==> images/congestion.png <==
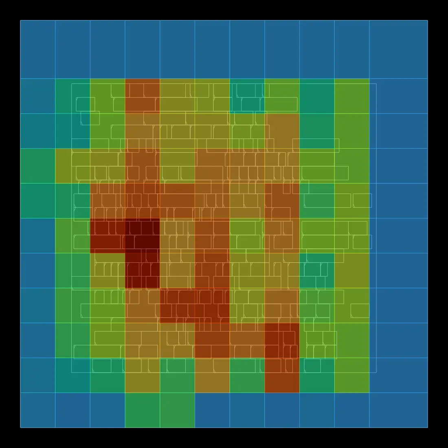
==> images/wires.png <==
Bar = 20 um.
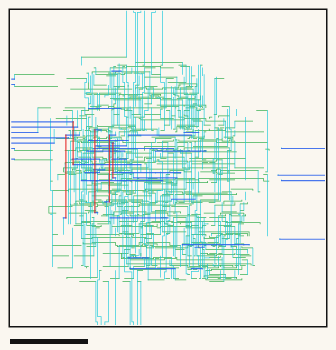
==> images/flops_by_reg.png <==
Bar = 20 um.
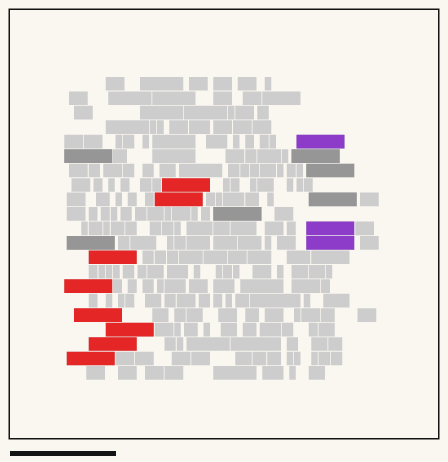
## src/rtl/rf_pkg.sv

```systemverilog
// Shared register-file types: index/mask widths and the encoder FSM state.
package rf_pkg;
    localparam int RF_N = 8;
    localparam int RF_W = $clog2(RF_N);

    typedef logic [RF_W-1:0] rf_idx_t;
    typedef logic [RF_N-1:0] rf_mask_t;

    typedef enum logic {
        IDLE = 1'b0,
        EMIT = 1'b1
    } enc_state_t;
endpackage

```

## src/rtl/rr_pick.sv

```systemverilog
// Combinational round-robin pick: first set bit of mask at or above start, with wrap.
module rr_pick
    import rf_pkg::*;
(
    input  rf_mask_t mask,
    input  rf_idx_t  start,
    output rf_idx_t  idx,
    output logic     found
);
    logic [2*RF_N-1:0] dbl;
    rf_mask_t          rot;
    rf_idx_t           off;

    // Rotate so that bit 'start' lands at position 0, then take the lowest set bit.
    always_comb begin
        dbl = {mask, mask} >> start;
        rot = dbl[RF_N-1:0];
        off = '0;
        for (int i = RF_N - 1; i >= 0; i--) begin
            if (rot[i]) off = rf_idx_t'(i);
        end
        idx   = start + off;
        found = |mask;
    end
endmodule

```

## src/rtl/rr_encoder8_3.sv

```systemverilog
// Serializes an 8-bit request mask into 3-bit indices on a valid/ready stream, round-robin across loads.
module rr_encoder8_3
    import rf_pkg::*;
(
    input  logic     clk,
    input  logic     reset_n,
    input  logic     load,
    input  rf_mask_t req,
    input  logic     flush,
    output logic     load_ready,
    output logic     out_valid,
    output rf_idx_t  out_idx,
    input  logic     out_ready,
    output rf_mask_t pending,
    output logic     done
);
    enc_state_t state;
    rf_idx_t    ptr;

    rf_idx_t  load_idx;
    logic     load_found;
    rf_idx_t  adv_idx;
    logic     adv_found;
    rf_mask_t adv_mask;
    rf_idx_t  next_idx;

    assign next_idx = out_idx + rf_idx_t'(1);
    assign adv_mask = pending & ~(rf_mask_t'(1) << out_idx);

    rr_pick u_pick_load (
        .mask  (req),
        .start (ptr),
        .idx   (load_idx),
        .found (load_found)
    );

    rr_pick u_pick_adv (
        .mask  (adv_mask),
        .start (next_idx),
        .idx   (adv_idx),
        .found (adv_found)
    );

    assign load_ready = (state == IDLE);

    always_ff @(posedge clk or negedge reset_n) begin
        if (!reset_n) begin
            state     <= IDLE;
            ptr       <= '0;
            pending   <= '0;
            out_idx   <= '0;
            out_valid <= 1'b0;
            done      <= 1'b0;
        end else begin
            done <= 1'b0;
            // Flush wins over both load and a same-cycle handshake; ptr is untouched.
            if (flush) begin
                state     <= IDLE;
                pending   <= '0;
                out_valid <= 1'b0;
            end else begin
                case (state)
                    IDLE: begin
                        if (load && load_found) begin
                            pending   <= req;
                            out_idx   <= load_idx;
                            out_valid <= 1'b1;
                            state     <= EMIT;
                        end
                    end
                    EMIT: begin
                        if (out_ready) begin
                            ptr     <= next_idx;
                            pending <= adv_mask;
                            if (adv_found) begin
                                out_idx <= adv_idx;
                            end else begin
                                out_valid <= 1'b0;
                                done      <= 1'b1;
                                state     <= IDLE;
                            end
                        end
                    end
                    default: state <= IDLE;
                endcase
            end
        end
    end

    a_valid_bit_pending: assert property (
        @(posedge clk) disable iff (!reset_n) out_valid |-> pending[out_idx]
    );
endmodule

```

## config.mk

```make
export PLATFORM = sky130hd
export DESIGN_NAME = rr_encoder8_3
export DESIGN_NICKNAME = d
export VERILOG_FILES = /design/src/rtl/rf_pkg.sv /design/src/rtl/rr_pick.sv /design/src/rtl/rr_encoder8_3.sv
export SDC_FILE = /design/constraint.sdc
export NUM_CORES = 1
export LEC_CHECK = 0
export CAP_MARGIN = 20
export CORE_MARGIN = 10
export CORE_UTILIZATION = 55
export DETAILED_ROUTE_END_ITERATION = 12
export PLACE_DENSITY = 0.85
export SKIP_LAST_GASP = 1
export SYNTH_ARGS = -nofsm -noshare
export SYNTH_HDL_FRONTEND = slang
export SYNTH_SLANG_ARGS = --single-unit
```

## constraint.sdc

```tcl
create_clock -name clk -period 9.6 [get_ports clk]
set_clock_uncertainty 0.1 [all_clocks]
set_input_delay 1.92 -clock clk [delete_from_list [all_inputs] [get_ports clk]]
set_output_delay 1.92 -clock clk [all_outputs]
set_load 0.05 [all_outputs]
```

==> flow_summary.json <==
{
  "routed_wl_mm": 5.04,
  "synth_cell_types": 53,
  "status": "complete, no violations",
  "ff2ff_path_depth": 13,
  "lay_top_cells": "26 x clkdlybuf4s50_1, 22 x nand2_1, 17 x dfrtp_1",
  "cts_buffers": 3,
  "placed_cell_area_sq_um": 2240,
  "worst_slack_ns": 4.80,
  "diodes": 0,
  "top_usage_layer": "met2",
  "final_cells": 277,
  "crit_required_ns": 9.65,
  "ys_sh_simple": 0.168,
  "hold_viol_final": 0,
  "powerComb_mw": 0.628,
  "pg_clk_mw": 0.0527,
  "clockNetworkAreaShare": 0.0197,
  "common_cells": "22 x nand2_1, 17 x dfrtp_1, 15 x o21ai_0",
  "track_usage": 0.159,
  "syn_inst": 211,
  "flops": 17,
  "clockBufferDepth": 2,
  "clk_latency_ns": 0.25,
  "synth_seq_share": 0.211,
  "first_iter_violations": 146,
  "comb_area_share": 0.633,
  "post-route-period-util": 0.500,
  "nNonClkInverters": 12,
  "reg2reg_slack_ns": 5.39,
  "antenna_found_initial": 0,
  "areaGrowthSynthToFinish_pct": 13.4,
  "swShare": 0.500,
  "n_fill_cell": 276,
  "timing.hold.ws_ns": 0.382,
  "power_density_nw_per_um2": 364,
  "critical-path-top-delay-family": "multiplexers",
  "p_switching_mw": 0.416,
  "dieArea_sq_um": 6480,
  "numSynthFlops": 17,
  "use_met2": 0.258,
  "yosys_cells": 211,
  "cp-end-kind": "register",
  "postRouteAntennaNets": 0,
  "io_pins": 27,
  "most_common_cell": "nand2_1",
  "grt_pass1_wl_mm": 8.46,
  "final.min_clock_period_ns": 4.80,
  "yosysTopAreaCell": "dfrtp_1",
  "post-place-ws_ns": 4.57,
  "comb_power_share": 0.755,
  "dp.cells": 273,
  "crit_fanout": 6,
  "adder_share": 0.0696,
  "die-width_um": 80.5,
  "layout.nets": 255,
  "use_met1": 0.207,
  "synthTopCellsByArea": "dfrtp_1 21%, mux4_2 13%, mux2i_1 7.0%, ha_1 5.0%, nand2_1 4.1%",
  "netlist_area_sq_um": 2010,
  "p_int_mw": 0.416,
  "cts_hold_buf": 0,
  "comb_cells": 172,
  "gp_congestion": 0.889
}
About congestion.png:
WL per Instance: 18.2 um
final design utilization: 0.664

About wires.png:
legend:
  metal 1:
    color: green
    wire_length: 2160 um
  metal 3:
    color: blue
    wire_length: 356 um
  metal 2:
    color: cyan
    wire_length: 2440 um
  metal 4:
    color: red
    wire_length: 78.9 um

About flops_by_reg.png:
legend:
  pending:
    color: red
    flops: 8
  out_idx:
    color: purple
    flops: 3
sequential power: 0.151 mW
Seq area share: 0.186

Power figures rest on the tool's default switching activity, not on a simulated workload.
